==> src/rtl/seq_signed_multiplier_pkg.sv <==
// Shared arithmetic helpers and FSM state type for the sequential mul/div blocks.
// Latency: n/a (types and pure functions only).
// Backpressure: n/a.
package seq_signed_multiplier_pkg;

  // Widest operand the helpers support; callers zero-extend into these widths
  // and truncate the result back to their own WIDTH.
  localparam int MAX_W = 16;
  localparam int IDX_W = $clog2(MAX_W);

  typedef enum logic [1:0] {
    IDLE = 2'd0,
    CALC = 2'd1,
    FIN  = 2'd2
  } state_t;

  // Unsigned magnitude of a width-bit two's-complement value. The most
  // negative value maps to 2^(width-1), which still fits in width bits.
  function automatic logic [MAX_W-1:0] abs_mag(input logic [MAX_W-1:0] value,
                                               input int width);
    logic [MAX_W-1:0] mask;
    mask = (width >= MAX_W) ? '1 : ((MAX_W'(1) << width) - MAX_W'(1));
    if (value[IDX_W'(width - 1)]) begin
      abs_mag = (~value + MAX_W'(1)) & mask;
    end else begin
      abs_mag = value & mask;
    end
  endfunction

  // Two's-complement negate; callers keep the low bits they need.
  function automatic logic [2*MAX_W-1:0] neg2c(input logic [2*MAX_W-1:0] value);
    neg2c = ~value + (2*MAX_W)'(1);
  endfunction

endpackage

==> src/rtl/seq_signed_multiplier_if.sv <==
// Start/done bus of the sequential signed multiplier.
// Latency: n/a (wiring only).
// Backpressure: none; start is a pulse, honoured only while the block is idle.
// master: start, multiplicand, multiplier out; busy, done, product in.
// slave : mirror of master.
interface seq_signed_multiplier_if #(
  parameter int WIDTH = 8
);
  import seq_signed_multiplier_pkg::*;

  logic               start;
  logic [WIDTH-1:0]   multiplicand;
  logic [WIDTH-1:0]   multiplier;
  logic               busy;
  logic               done;
  logic [2*WIDTH-1:0] product;

  modport master (
    output start, multiplicand, multiplier,
    input  busy, done, product
  );

  modport slave (
    input  start, multiplicand, multiplier,
    output busy, done, product
  );

endinterface

==> src/rtl/seq_signed_multiplier.sv <==
// Sequential signed shift-add multiplier: 2*WIDTH-bit product of two signed operands.
// Latency: done pulses WIDTH+1 cycles after the accepted start edge; one result per WIDTH+2 cycles.
// Backpressure: start is ignored (not queued) while busy; product holds until the next done.
// Ports: clk, rst_n (async active-low); bus (slave): start, multiplicand, multiplier in;
//        busy, done, product out (all registered).
module seq_signed_multiplier
  import seq_signed_multiplier_pkg::*;
#(
  parameter int WIDTH = 8
) (
  input  logic                  clk,
  input  logic                  rst_n,
  seq_signed_multiplier_if.slave bus
);

  localparam int CNT_W = $clog2(WIDTH + 1);

  state_t             state_q, state_d;
  logic [WIDTH-1:0]   mcand_q, mcand_d;
  logic               sign_q, sign_d;
  // {hi[WIDTH:0], lo[WIDTH-1:0]}; lo starts as |B| and is consumed LSB first
  logic [2*WIDTH:0]   acc_q, acc_d;
  logic [CNT_W-1:0]   cnt_q, cnt_d;
  logic               busy_q, busy_d;
  logic               done_q, done_d;
  logic [2*WIDTH-1:0] product_q, product_d;

  logic [WIDTH:0]     hi_sum;
  logic [2*WIDTH-1:0] mag;

  always_comb begin
    state_d   = state_q;
    mcand_d   = mcand_q;
    sign_d    = sign_q;
    acc_d     = acc_q;
    cnt_d     = cnt_q;
    busy_d    = busy_q;
    done_d    = 1'b0;
    product_d = product_q;

    // hi is one bit wider than |A|, so this add can never overflow
    hi_sum = acc_q[2*WIDTH:WIDTH] + {1'b0, mcand_q};
    mag    = acc_q[2*WIDTH-1:0];

    case (state_q)
      IDLE: begin
        if (bus.start) begin
          mcand_d = WIDTH'(abs_mag(MAX_W'(bus.multiplicand), WIDTH));
          acc_d   = {(WIDTH+1)'(0), WIDTH'(abs_mag(MAX_W'(bus.multiplier), WIDTH))};
          sign_d  = bus.multiplicand[WIDTH-1] ^ bus.multiplier[WIDTH-1];
          cnt_d   = '0;
          busy_d  = 1'b1;
          state_d = CALC;
        end
      end
      CALC: begin
        if (acc_q[0]) begin
          acc_d = {1'b0, hi_sum, acc_q[WIDTH-1:1]};
        end else begin
          acc_d = acc_q >> 1;
        end
        cnt_d = cnt_q + CNT_W'(1);
        if (cnt_q == CNT_W'(WIDTH - 1)) begin
          state_d = FIN;
        end
      end
      FIN: begin
        // zero magnitude stays zero regardless of the operand signs
        if (sign_q && (mag != '0)) begin
          product_d = (2*WIDTH)'(neg2c((2*MAX_W)'(mag)));
        end else begin
          product_d = mag;
        end
        done_d  = 1'b1;
        busy_d  = 1'b0;
        state_d = IDLE;
      end
      default: begin
        busy_d  = 1'b0;
        state_d = IDLE;
      end
    endcase
  end

  always_ff @(posedge clk or negedge rst_n) begin
    if (!rst_n) begin
      state_q   <= IDLE;
      mcand_q   <= '0;
      sign_q    <= 1'b0;
      acc_q     <= '0;
      cnt_q     <= '0;
      busy_q    <= 1'b0;
      done_q    <= 1'b0;
      product_q <= '0;
    end else begin
      state_q   <= state_d;
      mcand_q   <= mcand_d;
      sign_q    <= sign_d;
      acc_q     <= acc_d;
      cnt_q     <= cnt_d;
      busy_q    <= busy_d;
      done_q    <= done_d;
      product_q <= product_d;
    end
  end

  assign bus.busy    = busy_q;
  assign bus.done    = done_q;
  assign bus.product = product_q;

endmodule

==> src/flat_wrapper.sv <==
// flat-port wrapper written by rule: the top's interface ports become plain ports
module seq_signed_multiplier_flat import seq_signed_multiplier_pkg::*;
#(
  parameter int WIDTH = 8
)
  (clk, rst_n, bus_start, bus_multiplicand, bus_multiplier, bus_busy, bus_done, bus_product);
  seq_signed_multiplier_if #(.WIDTH(WIDTH)) bus_i ();
  input  logic clk;
  input  logic rst_n;
  input wire logic [$bits(bus_i.start)-1:0] bus_start;
  input wire logic [$bits(bus_i.multiplicand)-1:0] bus_multiplicand;
  input wire logic [$bits(bus_i.multiplier)-1:0] bus_multiplier;
  output wire logic [$bits(bus_i.busy)-1:0] bus_busy;
  output wire logic [$bits(bus_i.done)-1:0] bus_done;
  output wire logic [$bits(bus_i.product)-1:0] bus_product;
  assign bus_i.start = bus_start;
  assign bus_i.multiplicand = bus_multiplicand;
  assign bus_i.multiplier = bus_multiplier;
  assign bus_busy = bus_i.busy;
  assign bus_done = bus_i.done;
  assign bus_product = bus_i.product;
  seq_signed_multiplier #(.WIDTH(WIDTH)) u_core (.clk(clk), .rst_n(rst_n), .bus(bus_i));
endmodule
==> config.mk <==
export PLATFORM = sky130hd
export DESIGN_NAME = seq_signed_multiplier_flat
export DESIGN_NICKNAME = d
export VERILOG_FILES = /design/src/rtl/seq_signed_multiplier_pkg.sv /design/src/rtl/seq_signed_multiplier_if.sv /design/src/rtl/seq_signed_multiplier.sv /design/src/flat_wrapper.sv
export SDC_FILE = /design/constraint.sdc
export NUM_CORES = 1
export LEC_CHECK = 0
export CAP_MARGIN = 30
export CORE_MARGIN = 2
export CORE_UTILIZATION = 60
export DETAILED_ROUTE_END_ITERATION = 12
export PLACE_DENSITY_LB_ADDON = 0.15
export RECOVER_POWER = 25
export SYNTH_ARGS = -nofsm -noshare
export SYNTH_HDL_FRONTEND = slang
export SYNTH_SLANG_ARGS = --single-unit
export TNS_END_PERCENT = 1
==> constraint.sdc <==
create_clock -name clk -period 3.95 [get_ports clk]
set_input_delay 0.395 -clock clk [delete_from_list [all_inputs] [get_ports clk]]
set_output_delay 0.395 -clock clk [all_outputs]
set_load 0.02 [all_outputs]
==> run_1/class_map.png <==
Bar = 20 um. Fill, decap, tap and diode cells in grey.
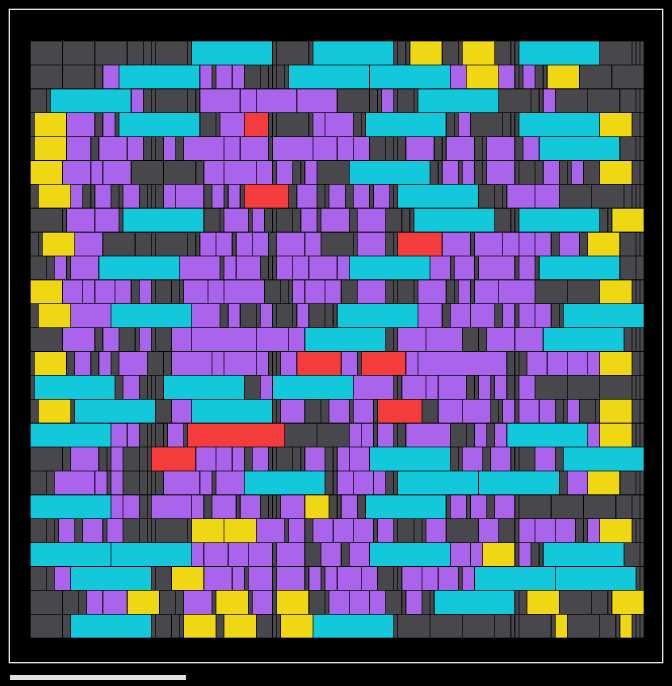
colour	class	cells
red	clock drivers and dummy loads	8
purple	remaining logic cells	256
cyan	sequential cells	49
yellow	remaining buffers and delay cells	38

==> run_1/floorplan.png <==
Pins as bars on the die edge.
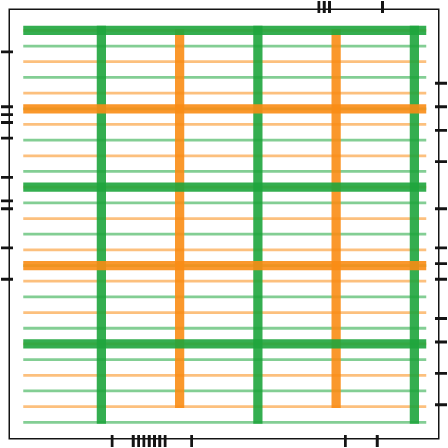
colour	net
orange	VDD
green	VSS
rows	25
met5 straps	5
met1 rails	26
met4 straps	5

==> run notes, run 1 <==
This memo summarizes the results of the implementation run.

Status
The run finished with clean final reports.

Yosys
The number of cells reported by Yosys stat comes to 326. The mapped netlist covers 2960 sq um. The number of nets in the synthesized netlist is 358.

The synthesized netlist contains 53 unique library cells. The post-synth register bit count is 49. The cell count after synthesis is 326. For this run, asynchronously set or reset flops after synthesis account for 100%. The dominant synthesized flop cell is sky130_fd_sc_hd__dfrtp_1.

Warnings reported by Yosys during synthesis add up to 0.

Placed design
The count of input and output buffers is 36. After legalization and detailed placement, the total HPWL measured 4670 um. At the placement stage, the worst setup path has a slack of 1.14 ns.

Per the gpl log, the routability congestion estimate is 0.885.

CTS
For reference, the clock transition at the flip-flops on the worst setup and hold paths is 0.09 ns. CTS built an H-tree with a depth of 2. Per the CTS log, the root buffer master is sky130_fd_sc_hd__clkbuf_8. CTS added clock buffers totalling 5.

Global route
The first global-routing pass estimated 11000 um of wire. The global routing report lists combined usage of all routing layers as 25.7%. The met1 track demand over resource is 33.0%.

The maximum number of pins on one net before global-route repair is 29. The met3 routing resource usage after global routing is 4.20%. The initial antenna violation count is 0. Per the GRT congestion report, total overflow comes to 0. met2 is the most crowded layer. The number of global-route vias before repair is 2445. The global routing met2 resource utilization is 43.9%.

Floorplan
The share of the core area taken by cells at floorplan is 62.3%. According to the floorplan log, the row count is 25. Per the OpenROAD floorplan log, the height of the die is 74.3 um. The die is 74.3 um wide.

Power and ir drop
In this run, the clock network consumes 15.3% of the power. Dividing total power by cell area gives a power density of 719 nW/um^2. The flow reports that sequential cells draw 38.2% of the design power. The post-layout total power is 2.46 mW. The static leakage is 1.49 nW. The largest power group is combinational cells. The internal power is 1.42 mW. For the sequential group, total power comes out at 940 uW.

Critical path
The type of element launching the critical path is a flop. The number of cell instances on the worst register-to-register path is 6. Per STA, the endpoint of the critical path is u_core.bus.product[6].

Finish
The layout cell share with drive strength beyond 1 is 3.70%. The post-route cell area is 3430 sq um. The final layout net count is 382.

Between the synthesized netlist and the finished layout, the area growth was recorded as 15.7%. The most frequently placed logic cell in the final layout is sky130_fd_sc_hd__dfrtp_1. The post-route core utilization is 72.1%.

Timing
Setup repair after global routing left no endpoint under its margin. Per the slew report, the remaining headroom to the max-slew limit stands at 2.60%. The number of hold violations in the final report is 0.

The number of setup violations in the final report is 0. The slew at the pin closest to its max-slew limit is 1.46 ns. Once routing completed, OpenROAD measured the worst setup slack at 1.09 ns.

Per the final report, max-transition violations number 0.

Routing
The routed wire length per instance is 15.1 um. In the post-route report, total wirelength is listed as 6320 um. The iteration count of the initial detailed-routing pass is 4. The via count is 2568.

Run
The reported max-cap violation count is 0. In this run the tools logged warnings totalling 26.
==> run_1/ff_map.png <==
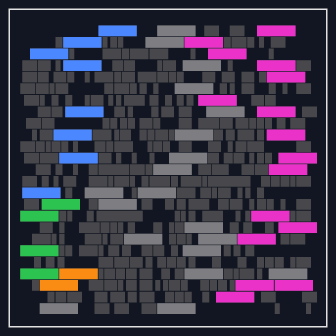
colour	netlist name	placed flops
orange	u_core.state_q	2
green	u_core.cnt_q	4
magenta	u_core.bus.product	16
blue	u_core.mcand_q	8
not coloured	19

==> run_1/clock_nets.png <==
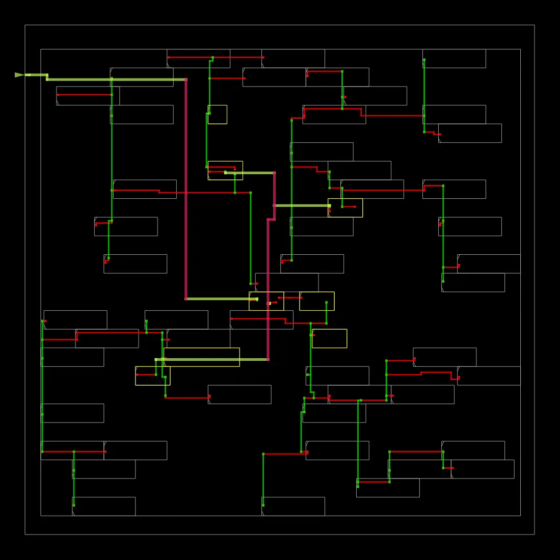
clk sinks: 49
skew final: 0.0128 ns
number of clock buffers in the layout: 6
insertion delay to the later sink of the worst-skew pair: 0.30 ns

==> run 1: synth_stat cells, types with 4 or more instances <==
library cell,count,share of area [%]
sky130_fd_sc_hd__dfrtp_1,49,41
sky130_fd_sc_hd__clkbuf_1,15,1.9
sky130_fd_sc_hd__nor2_1,22,2.8
sky130_fd_sc_hd__a21oi_1,11,1.9
sky130_fd_sc_hd__nor3_1,6,1.0
sky130_fd_sc_hd__or3_1,12,2.5
sky130_fd_sc_hd__xnor2_1,8,2.4
sky130_fd_sc_hd__or4_1,4,1.0
sky130_fd_sc_hd__o21ai_1,10,1.7
sky130_fd_sc_hd__ha_1,12,5.1
sky130_fd_sc_hd__o21ai_0,24,4.1
sky130_fd_sc_hd__nand3_1,14,2.4
sky130_fd_sc_hd__a31oi_1,9,1.9
sky130_fd_sc_hd__xor2_1,11,3.3
sky130_fd_sc_hd__inv_1,11,1.4
sky130_fd_sc_hd__o31ai_1,6,1.5
sky130_fd_sc_hd__a32oi_1,5,1.5
sky130_fd_sc_hd__nand2b_1,4,0.84
sky130_fd_sc_hd__o22ai_1,8,1.7
sky130_fd_sc_hd__nand2_1,32,4.1
==> run 1: per-stage QoR <==
step           std cells  hold slack [ns]
4_1_cts              418           0.0638
2_1_floorplan        326           0.0994
5_1_grt              418            0.378
3_5_place_dp         410            0.395
6_report             418            0.272
3_3_place_gp         409            0.463
==> run 1: critical path, cell delays in order (launching register included) <==
cell and delay [ns]:
sky130_fd_sc_hd__dfrtp_1 0.52, sky130_fd_sc_hd__inv_1 0.34, sky130_fd_sc_hd__ha_1 0.25, sky130_fd_sc_hd__or4b_4 0.53, sky130_fd_sc_hd__o41ai_4 0.79, sky130_fd_sc_hd__or3_1 0.21, sky130_fd_sc_hd__a31oi_1 0.08
==> run 1: metal layers <==
layer,wire length [um],part of all wire (%)
met1,2810,44
met2,3140,50
met3,225,3.6
met4,140,2.2
met5,0,0
==> run 1: kinds of logic after synthesis <==
family	after synthesis	share of synthesized area, %
AND-OR/OR-AND	97	21.8
multiplexers	4	1.39
adder cells (fa/ha/maj)	13	5.75
XOR/XNOR	19	5.62
buffers and inverters	32	4.90
flip-flops	49	41.4
AND/OR/NAND/NOR	112	19.1
==> run 1: state kept, by name, summed over array words and instances (netlist names) <==
register / cells
u_core.bus.product: 16
u_core.state_q: 2
u_core.acc_q: 16
u_core.mcand_q: 8
u_core.bus.busy: 1
u_core.sign_q: 1
u_core.cnt_q: 4
u_core.bus.done: 1
==> run 1: layout make-up <==
class,instances,area (sq um)
clock buffers,6,82.6
clock inverters,2,37.5
fillers,405,1330
inverters,11,41.3
multi-input cells,245,1590
flip-flops and latches,49,1230
well taps,67,83.8
repair buffers,38,365
==> run 1: worst min path at each step <==
stage                                     start               endpoint  slack, ns
final                                     rst_n  u_core.bus.product[5]       0.27
after global routing                      rst_n  u_core.bus.product[5]       0.38
after CTS                                 rst_n  u_core.bus.product[5]       0.06
after detailed placement                  rst_n  u_core.bus.product[5]       0.40
after global placement    u_core.bus.product[2]  u_core.bus.product[2]       0.46
after floorplan                           rst_n        u_core.acc_q[0]        0.1
==> run_1/gates.png <==
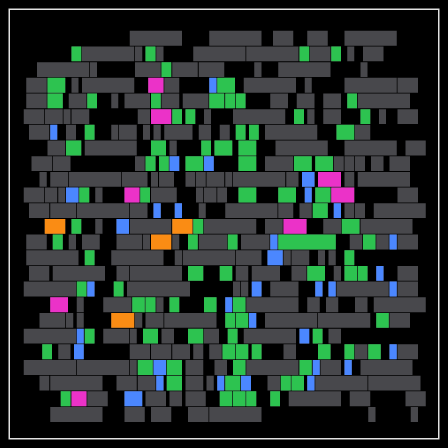

==> inputs of run 2 (changes only) <==
--- a/config.mk
+++ b/config.mk
@@ -7,7 +7,7 @@
 export LEC_CHECK = 0
 export CAP_MARGIN = 30
 export CORE_MARGIN = 2
-export CORE_UTILIZATION = 60
+export CORE_UTILIZATION = 50
 export DETAILED_ROUTE_END_ITERATION = 12
 export PLACE_DENSITY_LB_ADDON = 0.15
 export RECOVER_POWER = 25
==> constraint.sdc (replaced) <==
create_clock -name clk -period 2.33 [get_ports clk]
set_input_delay 0.233 -clock clk [delete_from_list [all_inputs] [get_ports clk]]
set_output_delay 0.233 -clock clk [all_outputs]
set_load 0.02 [all_outputs]
==> run_2/gates.png <==
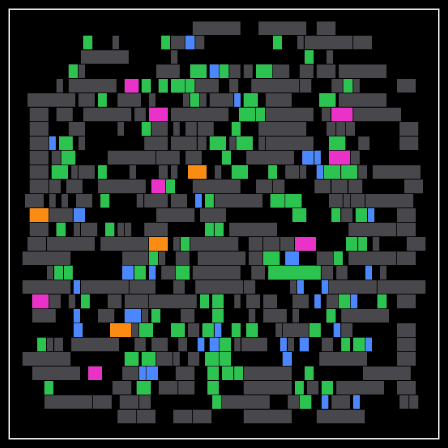
colour	family	cells
magenta	non-inverting ao/oa cells	8
green	aoi and oai cells	89
orange	mux cells	4
blue	nor cells	34

==> run_2/clock_nets.png <==
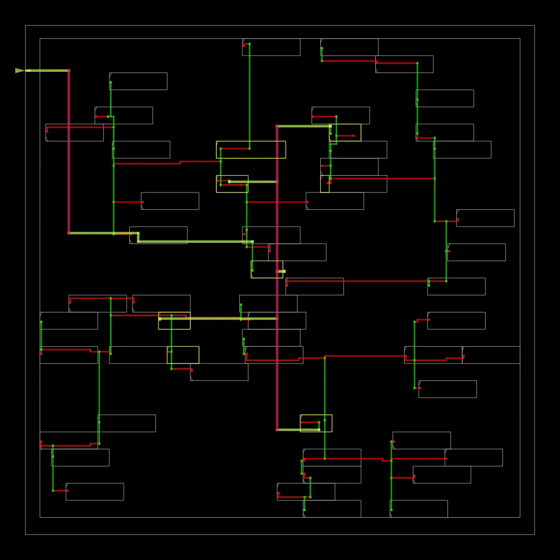
FF+latch count: 49
insertion delay to the later sink of the worst-skew pair: 0.31 ns
number of CTS-inserted buffers: 5

==> run notes, run 2 <==
This memo summarizes the results of the implementation run.

Status
Outcome: finished, final reports clean (unchanged).

Power and ir drop
The largest vdd supply drop is 0.533 mV (was 0.409 mV). The power per cell area is 1210 nW/um^2 (was 719 nW/um^2). The static leakage was 1.54 nW (was 1.49 nW).

Yosys
The cell count after synthesis is 326 (unchanged). The most instantiated library cell after synthesis is sky130_fd_sc_hd__dfrtp_1 (unchanged). Top cell types by occurrence after synthesis: 49 x sky130_fd_sc_hd__dfrtp_1, 32 x sky130_fd_sc_hd__nand2_1, 24 x sky130_fd_sc_hd__o21ai_0 (unchanged). The average instance area after synthesis is 9.08 sq um (unchanged). The net count after synthesis came to 358 (unchanged). The largest area contributor in the synthesized netlist is sky130_fd_sc_hd__dfrtp_1 (unchanged). The yosys synthesis warning count is 0 (unchanged). The sequential area share after synthesis came to 41.4% (unchanged).

The cell area after technology mapping came to 2960 sq um (unchanged). The proportion of synthesized flip-flops having asynchronous set or reset is 100% (unchanged). The count of library flops with an enable pin is 0 (unchanged). The number of register bits inferred by synthesis is 49 (unchanged). The area share of the largest cell type after synthesis is 41.4% (unchanged). The number of distinct standard cells referenced by the synthesized netlist was 53 (unchanged). The summed standard-cell area reported by yosys is 2960 sq um (unchanged). The total cells reported by yosys after synthesis is 326 (unchanged). The dominant synthesized flop cell is sky130_fd_sc_hd__dfrtp_1 (unchanged). Post-synth area hogs: sky130_fd_sc_hd__dfrtp_1 41%, sky130_fd_sc_hd__ha_1 5.1%, sky130_fd_sc_hd__o21ai_0 4.1% (unchanged).

Run
The number of warnings in the stage logs is 26 (unchanged). The reported max-cap violation count is 0 (unchanged).

Global route
The total routing usage reported by global routing is 21.3% (was 25.7%). The number of global-route vias before repair is 2285 (was 2445). The initial antenna violation count is 0 (unchanged). The wire length of the first global-routing pass was 10900 um (was 11000 um). The total congestion overflow came to 0 (unchanged). The maximum number of pins on one net before global-route repair was 50 (was 29).

Placed design
The total half-perimeter wirelength after legalization and detailed placement was 4740 um (was 4670 um). The total placed instance area is 3400 sq um (was 3320 sq um). The routability-driven placement congestion ratio was 0.860 (was 0.885). The count of input and output buffers came to 36 (unchanged).

CTS
The depth of the CTS H-tree is 2 (unchanged). The count of cells resized by post-cts repair was 0 (unchanged). The quantity of hold-fixing buffers added after cts is 0 (unchanged).

The root buffer cell is sky130_fd_sc_hd__clkbuf_8 (unchanged). The sink count of the clock tree is 49 (unchanged). The clock-pin slew reported for the worst setup and hold paths after clock tree synthesis is 0.09 ns (about the same). The largest buffer count on any clock path is 2 (unchanged).

The post-CTS setup-driven buffer insertion count was 0 (unchanged).

Finish
The antenna diode count is 0 (unchanged). The signed area change from the synthesized netlist to the final layout is 18.8% (was 15.7%). The final layout net count is 393 (was 382). Top library cells by usage in the layout, fill and taps aside: 49 x sky130_fd_sc_hd__dfrtp_1, 35 x sky130_fd_sc_hd__clkdlybuf4s50_1, 32 x sky130_fd_sc_hd__nand2_1 (unchanged). The post-route cell area is 3520 sq um (was 3430 sq um). The most frequently placed logic cell in the final layout is sky130_fd_sc_hd__dfrtp_1 (unchanged). The layout cell share with drive strength beyond 1 is 6.91% (was 3.70%).

Timing
The number of setup violations in the final report is 0 (unchanged). The slew at the pin closest to its max-slew limit is 1.18 ns (was 1.46 ns). The worst relative slew slack was 21.4% (was 2.60%). The fmax is 0.475 GHz (was 0.349 GHz). The number of pins exceeding their max-slew limit in the final report is 0 (unchanged). The final clock skew is 0.00571 ns (was 0.0128 ns). The accumulated negative setup slack was 0 ns (unchanged). The number of hold violations in the final report came to 0 (unchanged). Unrepaired setup endpoints after global routing: false (unchanged). The post-route minimum period came to 2.10 ns (was 2.86 ns).

Critical path
The critical register-to-register path startpoint is u_core.acc_q[8] (was u_core.acc_q[0]). The type of element launching the critical path is a flop (unchanged). Ordered list of cells on the worst path: ha_1 -> fa_1 -> a21o_1 -> a221o_1 -> or3_1 -> nand3_1 (was inv_1 -> ha_1 -> or4b_4 -> o41ai_4 -> or3_1 -> a31oi_1). The critical path's largest stage delay is 0.44 ns (was 0.79 ns).

The startpoint of the worst setup timing path is u_core.acc_q[8] (was u_core.acc_q[0]). The data arrival at the endpoint of the critical path is 2.35 ns (was 3.03 ns). The highest-delay cell along the critical path is sky130_fd_sc_hd__dfrtp_1 (was sky130_fd_sc_hd__o41ai_4).

The highest fanout seen on the critical path came to 5 (was 17). The data required time at the worst endpoint is 2.58 ns (was 4.11 ns). The path type of the worst setup path is flop to flop (unchanged).

Floorplan
The floorplan utilization is 50.9% (was 62.3%). The number of top-level design ports is 37 (unchanged). The number of cell rows is 28 (was 25). The chip area came to 6550 sq um (was 5510 sq um). The core area is 5820 sq um (was 4750 sq um). The vertical die size is 81.0 um (was 74.3 um). The die width is 81.0 um (was 74.3 um).

Routing
The via count is 2525 (was 2568). The iteration count of the initial detailed-routing pass is 4 (unchanged). The number of nets with antenna violations after detailed routing is 0 (unchanged). The number of DRC violations after detailed routing is 0 (unchanged). The total detailed-routing wirelength was 6360 um (was 6320 um).

The routed wire length per instance is 14.5 um (was 15.1 um). The violation count after the first detailed-routing iteration came to 99 (was 163). The routed via count divided by cell count is 5.78 (was 6.14).

Worst hold path
The worst hold-check path type is input pin to async pin (unchanged).
==> run 2: cell counts after synthesis <==
No cell type changed its count.
==> run 2: path summary, 6_finish.rpt <==
check / end / slack [ns] / depth (start not counted)
worst min register to register: u_core.bus.product[0] / 0.49 / 2
min in group clk: u_core.bus.product[0] / 0.49 / 2
worst min-delay path: u_core.bus.done / 0.23 / 2
max in group asynchronous: u_core.mcand_q[0] / 1.38 / 2
worst max-delay path: u_core.acc_q[13] / 0.23 / 6
worst max register to register: u_core.acc_q[13] / 0.23 / 6
==> run 2: cells by family (layout without fill, tap and decap cells) <==
group	Yosys count	after routing	share of synthesized area, %
buffers and inverters	32	68	4.90
and+or+nand+nor	112	112	19.1
xor gates and xnor gates	19	19	5.62
DFF	49	49	41.4
adders and majority gates	13	13	5.75
muxes	4	4	1.39
AOI/OAI and AO/OA	97	97	21.8
==> run 2: cell type report <==
| cell class | count | area [sq um] |
|---|---|---|
| Clock buffer | 7 | 86.3 |
| Clock inverter | 1 | 30.0 |
| Fill cell | 551 | 2300 |
| Inverter | 11 | 41.3 |
| Multi-Input combinational cell | 245 | 1590 |
| Sequential cell | 49 | 1230 |
| Tap cell | 75 | 93.8 |
| Timing Repair Buffer | 49 | 450 |
==> run 2: layer usage <==
layer	GRT usage [%]	part of all wire [%]	up-vias
li1	-	-	1267
met1	28.3	48	1203
met2	35.3	47	46
met3	3.67	3.4	9
met4	7.12	1.6	0
met5	0	0	-
==> run 2: through the flow <==
step	total power, mW	utilization (%)	hold slack [ns]	setup WS (ns)	cells
2_1_floorplan	2.97	-	-0.0626	0.0154	326
3_5_place_dp	3.62	58.5	0.373	0.246	429
5_1_grt	4.61	60.5	0.375	0.111	437
6_report	4.25	60.5	0.230	0.226	437
4_1_cts	4.26	60.5	0.0387	0.221	437
3_3_place_gp	3.57	58.5	0.373	0.281	429
==> run 2: critical path, delay by kind of cell (launching register included) <==
family	cells	cell delay, ns
and+or+nand+nor	2	0.43
DFF	1	0.44
adders and majority gates	2	0.66
AOI/OAI and AO/OA	2	0.52
==> run 2: power by group <==
group | internal, mW | switching [mW] | leakage (nW) | total, mW
logic | 0.950 | 1.12 | 0.858 | 2.07
clock network | 0.351 | 0.299 | 0.0585 | 0.649
registers | 1.18 | 0.347 | 0.627 | 1.53
Power is estimated from default activity; no workload was simulated.
